## src/rtl/pwm_pkg.sv

```systemverilog
// Shared constants and helpers for the PWM output stage and the SPI register block.
package pwm_pkg;

    localparam int unsigned    PWM_CNT_W       = 8;
    localparam logic [7:0]     PWM_DUTY_MAX    = 8'hFF;
    localparam int unsigned    NUM_OUT         = 16;
    localparam int unsigned    DEFAULT_CLK_DIV = 13;

    // Register addresses as seen by the SPI register block.
    localparam logic [7:0]     ADDR_EN_OUT_LO  = 8'd0;
    localparam logic [7:0]     ADDR_EN_OUT_HI  = 8'd1;
    localparam logic [7:0]     ADDR_EN_PWM_LO  = 8'd2;
    localparam logic [7:0]     ADDR_EN_PWM_HI  = 8'd3;
    localparam logic [7:0]     ADDR_DUTY       = 8'd4;

    // PWM level for a counter value against a duty value. Full scale duty
    // is forced high so that 255 really means 100 %.
    function automatic logic pwm_level(input logic [7:0] cnt, input logic [7:0] duty);
        logic level;
        if (duty == PWM_DUTY_MAX) begin
            level = 1'b1;
        end else begin
            level = (cnt < duty);
        end
        return level;
    endfunction

endpackage

```

## src/rtl/pwm_prescaler.sv

```systemverilog
// Free-running clock divider: tick is high for one clk every CLK_DIV clks.
module pwm_prescaler #(
    parameter int unsigned CLK_DIV = 13
) (
    input  logic clk,
    input  logic rst_n,
    output logic tick
);

    localparam int unsigned     PS_W    = (CLK_DIV > 1) ? $clog2(CLK_DIV) : 1;
    localparam logic [PS_W-1:0] PS_LAST = PS_W'(CLK_DIV - 1);
    localparam logic [PS_W-1:0] PS_ONE  = PS_W'(1);

    logic [PS_W-1:0] prescaler_d;
    logic [PS_W-1:0] prescaler_q;

    // Next prescaler value: wrap to zero on the terminal count, else increment.
    always_comb begin
        tick        = (prescaler_q == PS_LAST);
        prescaler_d = prescaler_q;
        if (tick) begin
            prescaler_d = '0;
        end else begin
            prescaler_d = prescaler_q + PS_ONE;
        end
    end

    // Prescaler state register with synchronous active-low reset.
    always_ff @(posedge clk) begin
        if (!rst_n) begin
            prescaler_q <= '0;
        end else begin
            prescaler_q <= prescaler_d;
        end
    end

endmodule

```

## src/rtl/pwm_output_stage.sv

```systemverilog
// Drives the 16 user outputs as forced-low, static-high or a shared PWM
// waveform. The duty value is shadowed at the period wrap so a duty write
// never truncates or stretches a pulse; enable/mode bits act immediately.
module pwm_output_stage
    import pwm_pkg::*;
#(
    parameter int unsigned CLK_DIV = DEFAULT_CLK_DIV,
    parameter int unsigned CNT_W   = PWM_CNT_W
) (
    input  logic                clk,
    input  logic                rst_n,
    input  logic [7:0]          en_reg_out_7_0,
    input  logic [7:0]          en_reg_out_15_8,
    input  logic [7:0]          en_reg_pwm_7_0,
    input  logic [7:0]          en_reg_pwm_15_8,
    input  logic [7:0]          pwm_duty_cycle,
    output logic [NUM_OUT-1:0]  out,
    output logic                period_start
);

    localparam logic [CNT_W-1:0] CNT_ONE = CNT_W'(1);
    localparam logic [CNT_W-1:0] CNT_MAX = {CNT_W{1'b1}};

    logic                tick_s;
    logic                wrap_s;
    logic                pwm_level_s;
    logic [NUM_OUT-1:0]  en_out_s;
    logic [NUM_OUT-1:0]  en_pwm_s;

    logic [CNT_W-1:0]    pwm_cnt_d,      pwm_cnt_q;
    logic [7:0]          duty_shadow_d,  duty_shadow_q;
    logic [NUM_OUT-1:0]  out_d,          out_q;
    logic                period_start_d, period_start_q;

    pwm_prescaler #(
        .CLK_DIV (CLK_DIV)
    ) u_prescaler (
        .clk   (clk),
        .rst_n (rst_n),
        .tick  (tick_s)
    );

    // PWM counter advance and duty capture on the wrap edge.
    always_comb begin
        wrap_s        = tick_s && (pwm_cnt_q == CNT_MAX);
        pwm_cnt_d     = pwm_cnt_q;
        duty_shadow_d = duty_shadow_q;
        if (tick_s) begin
            pwm_cnt_d = pwm_cnt_q + CNT_ONE;
        end else begin
            pwm_cnt_d = pwm_cnt_q;
        end
        if (wrap_s) begin
            duty_shadow_d = pwm_duty_cycle;
        end else begin
            duty_shadow_d = duty_shadow_q;
        end
    end

    // Per-output mux: enable beats mode, mode picks static high or PWM.
    always_comb begin
        en_out_s       = {en_reg_out_15_8, en_reg_out_7_0};
        en_pwm_s       = {en_reg_pwm_15_8, en_reg_pwm_7_0};
        pwm_level_s    = pwm_level(pwm_cnt_q, duty_shadow_q);
        period_start_d = wrap_s;
        out_d          = '0;
        for (int i = 0; i < NUM_OUT; i++) begin
            if (!en_out_s[i]) begin
                out_d[i] = 1'b0;
            end else if (en_pwm_s[i]) begin
                out_d[i] = pwm_level_s;
            end else begin
                out_d[i] = 1'b1;
            end
        end
    end

    // State and output registers; reset aborts any period in progress.
    always_ff @(posedge clk) begin
        if (!rst_n) begin
            pwm_cnt_q      <= '0;
            duty_shadow_q  <= '0;
            out_q          <= '0;
            period_start_q <= 1'b0;
        end else begin
            pwm_cnt_q      <= pwm_cnt_d;
            duty_shadow_q  <= duty_shadow_d;
            out_q          <= out_d;
            period_start_q <= period_start_d;
        end
    end

    assign out          = out_q;
    assign period_start = period_start_q;

endmodule

```

## config.mk

```make
export PLATFORM = sky130hd
export DESIGN_NAME = pwm_output_stage
export DESIGN_NICKNAME = d
export VERILOG_FILES = /design/src/rtl/pwm_pkg.sv /design/src/rtl/pwm_prescaler.sv /design/src/rtl/pwm_output_stage.sv
export SDC_FILE = /design/constraint.sdc
export NUM_CORES = 1
export LEC_CHECK = 0
export CORE_ASPECT_RATIO = 0.9
export CORE_MARGIN = 2
export CORE_UTILIZATION = 44
export CTS_CLUSTER_DIAMETER = 200
export DETAILED_ROUTE_END_ITERATION = 7
export PLACE_DENSITY_LB_ADDON = 0.12
export SETUP_SLACK_MARGIN = 0.5
export SYNTH_ARGS = -nofsm -noshare
export SYNTH_HDL_FRONTEND = slang
export SYNTH_SLANG_ARGS = --single-unit
```

## constraint.sdc

```tcl
create_clock -name clk -period 2.3 [get_ports clk]
set_clock_uncertainty 0.2 [all_clocks]
set_input_delay 0.46 -clock clk [delete_from_list [all_inputs] [get_ports clk]]
set_output_delay 0.46 -clock clk [all_outputs]
set_load 0.02 [all_outputs]
```

Signal metal coverage by tile:
14 x 12 tiles, from black (low) to pale yellow (high), scaled to the fullest tile. Values are wire area over tile area, all layers added.
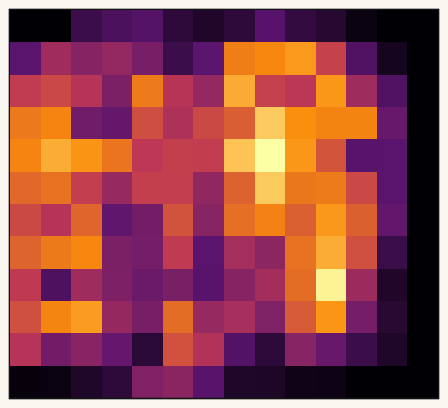
emptiest ninth of the die: lower right
mean over tiles: 0.16
nearly empty tiles: 11%
tiles over half the peak: 38%
fullest tile: 0.39
Avg WL per Cell: 14.03 um
total track usage: 0.2007
Routed WL: 3929 um

==> impl_metrics.py <==
# Auto-generated metrics
metrics = {
    "final_layout": {
        "final_common_cell": "clkdlybuf4s50_1",
        "final_cell_mix": "clkdlybuf4s50_1, dfxtp_1, nand2_1",
        "fin_util": 0.7051,
        "area_growth_syn_to_layout_pct": 51.17,
        "n_antenna_cell": 0,
        "fin_cells": 280,
        "fin_nets": 287,
        "layout-drive-gt1-share": 0.1907,
    },
    "yosys": {
        "synth_seq_share": 0.4632,
        "ys_cells": 173,
        "avgSynthCellArea_um2": 9.243,
        "yosysWarnings": 0,
        "synth.distinct_cells": 30,
        "synth-seq-cells": 37,
        "syn-num-nets": 225,
        "synthCells": 173,
        "yosys_area_um2": 1599,
        "syn_area_um2": 1599,
    },
    "placed_design": {
        "numPortBuffers": 58,
        "hpwl_um": 2863,
        "dp_cells": 271,
        "place_congestion": 0.8302,
    },
    "drt": {
        "drc": 0,
        "num_vias": 1424,
        "via_per_inst": 5.086,
        "antenna_left": 0,
        "firstDrtPassIters": 4,
        "drt-initial-drc-count": 66,
    },
    "setup_path": {
        "crit_path_end_kind": "flop",
        "critPathMaxFanout": 16,
        "cp-start-kind": "flop",
        "critical_path_class": "flop to flop",
        "cp.required_ns": 2.28,
        "crit_buf_inv": 2,
        "slowest_delay_ns": 0.36,
        "crit_family": "AND-OR/OR-AND gates",
        "crit_chain": "inv_2, ha_4, and4_1, o21ai_2, o32ai_4, buf_12, a21oi_1",
        "crit_path_top_delay_cell": "dfxtp_2",
        "arrival_ns": 1.80,
    },
    "die": {
        "rows": 20,
        "die_height_um": 61.19,
        "die_area_um2": 4133,
        "initCoreUtil": 0.4664,
        "die_w_um": 67.55,
        "ios": 59,
        "core_area_um2": 3428,
    },
    "sta": {
        "tightest_slew_ns": 0.4907,
        "min_period_ns": 1.822,
        "rsz0062_at_grt": "true",
        "period_used_share": 0.7924,
        "final_max_slew_viol_count": 0,
        "relSlewSlack": 0.6724,
        "max_freq_ghz": 0.5487,
        "setup_tns_ns": 0,
        "setup_violations": 0,
        "final-hold-violation-count": 0,
    },
    "global_routing": {
        "grt_max_degree": 28,
        "grt_pass1_vias": 1420,
        "antenna_found_initial": 0,
        "grt-ovfl-total": 0,
        "grt_pass1_wl_um": 6023,
    },
    "run_status": {
        "status": "finished clean",
    },
    "cts": {
        "cts_tree": "yes",
        "cts-root-buf": "clkbuf_8",
        "clk_path_buf_depth": 2,
        "clk_pin_slew_worst_paths_ns": 0.07,
        "cts_inserted_buffers": 5,
        "cts_setup_buffers": 0,
        "hold_buffers": 0,
        "clock_latency_ns": 0.28,
        "htreeDepth": 2,
        "clock_sinks": 37,
    },
    "run": {
        "drv_cap": 0,
        "warnings": 29,
    },
    "pwr": {
        "powerDensity_nw_per_um2": 540.2,
        "ir_drop_uv": 390.2,
        "power_mw": 1.306,
        "p_leak_nw": 0.9955,
    },
    "worst_hold_path": {
        "hp-class": "flop to flop",
    },
}
Register map, names as in the netlist:
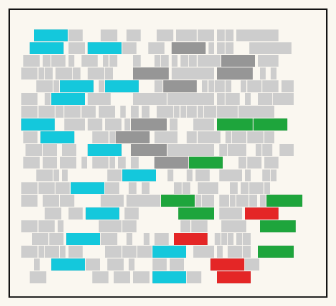
legend:
  cyan:
    signal: `out`
    flops: 16
  green:
    signal: `pwm_cnt_q`
    flops: 8
  red:
    signal: `u_prescaler.prescaler_q`
    flops: 4

## what timing repair did
item / 4_1_cts / 5_1_grt
gates cloned: 0 / 1
endpoints found under the hold margin: 0 / 0
gates resized: 24 / 11
setup endpoints to repair: 41 / 28
pin swaps: 1 / 2
## kinds of logic after synthesis
group | synth area share
AOI/OAI and AO/OA | 0.1706
xor gates and xnor gates | 0.03834
adders and majority gates | 0.07825
buffers and inverters | 0.04538
DFF | 0.4632
muxes | 0.006260
and+or+nand+nor | 0.1980
## per-stage QoR
stage	hold slack, ns	setup WS, ns	area, um^2
after floorplan	0.2294	0.5016	1632
after global placement	0.2412	0.3895	2263
after detailed placement	0.2738	0.2989	2263
after CTS	0.2953	0.4353	2367
after global routing	0.3049	0.3935	2417
final	0.2933	0.4775	2417
## path summary, 6_finish.rpt
kind,cells past startpoint,endpoint,from,slack [ns]
setup reg to reg,7,out[15],duty_shadow_q[7],0.48
hold / removal,1,u_prescaler.prescaler_q[0],u_prescaler.prescaler_q[0],0.29
hold reg to reg,1,u_prescaler.prescaler_q[0],u_prescaler.prescaler_q[0],0.29
setup / recovery,7,out[15],duty_shadow_q[7],0.48
## area by class of cell
class	count	area, um^2
Fill cell	254	1011
Multi-Input combinational cell	120	862.1
Sequential cell	37	752.0
Timing Repair Buffer	60	601.8
Clock buffer	7	96.34
Tap cell	44	55.05
Inverter	11	45.04
Clock inverter	1	5.005
## per-layer routing
| metal | routed length [um] | vias to the layer above | GRT usage |
|---|---|---|---|
| met3 | 343 | 5 | 0.1079 |
| met5 | 0 | - | 0 |
| met4 | 35 | 0 | 0.06997 |
| met2 | 1999 | 45 | 0.3501 |
| li1 | - | 721 | - |
| met1 | 1551 | 653 | 0.2064 |
## state kept, by name, summed over array words and instances, names as in the netlist
register / flops
out: 16
duty_shadow_q: 8
pwm_cnt_q: 8
u_prescaler.prescaler_q: 4
period_start: 1
## synthesized netlist by cell type
cell type	number	area, um^2
a2111oi_4	1	27.53
a21o_1	1	7.510
a21oi_1	10	50.05
a21oi_2	10	87.58
a41o_1	1	10.01
and3_1	3	18.77
and4_1	3	26.28
buf_2	1	5.000
buf_6	1	11.26
clkbuf_1	4	15.01
clkinv_1	1	3.750
dfxtp_1	37	740.7
ha_1	10	125.1
inv_1	10	37.54
mux2i_1	1	10.01
nand2_1	26	97.59
nand2b_4	1	13.76
nand3_1	12	60.06
nand4_1	3	18.77
nand4_2	1	12.51
nor2_1	12	45.04
nor3_1	2	10.01
o21a_1	1	7.510
o21ai_0	10	50.05
o21ai_1	1	5.000
o32ai_4	1	27.53
or3_1	1	6.260
or4_1	1	7.510
xnor2_1	5	43.79
xor2_1	2	17.52
## power breakdown
part,internal [mW],switching (mW),total [mW]
sequential,0.656,0.00730,0.663
clock,0.271,0.223,0.493
combinational,0.0900,0.0593,0.149
Power is estimated from default activity; no workload was simulated.
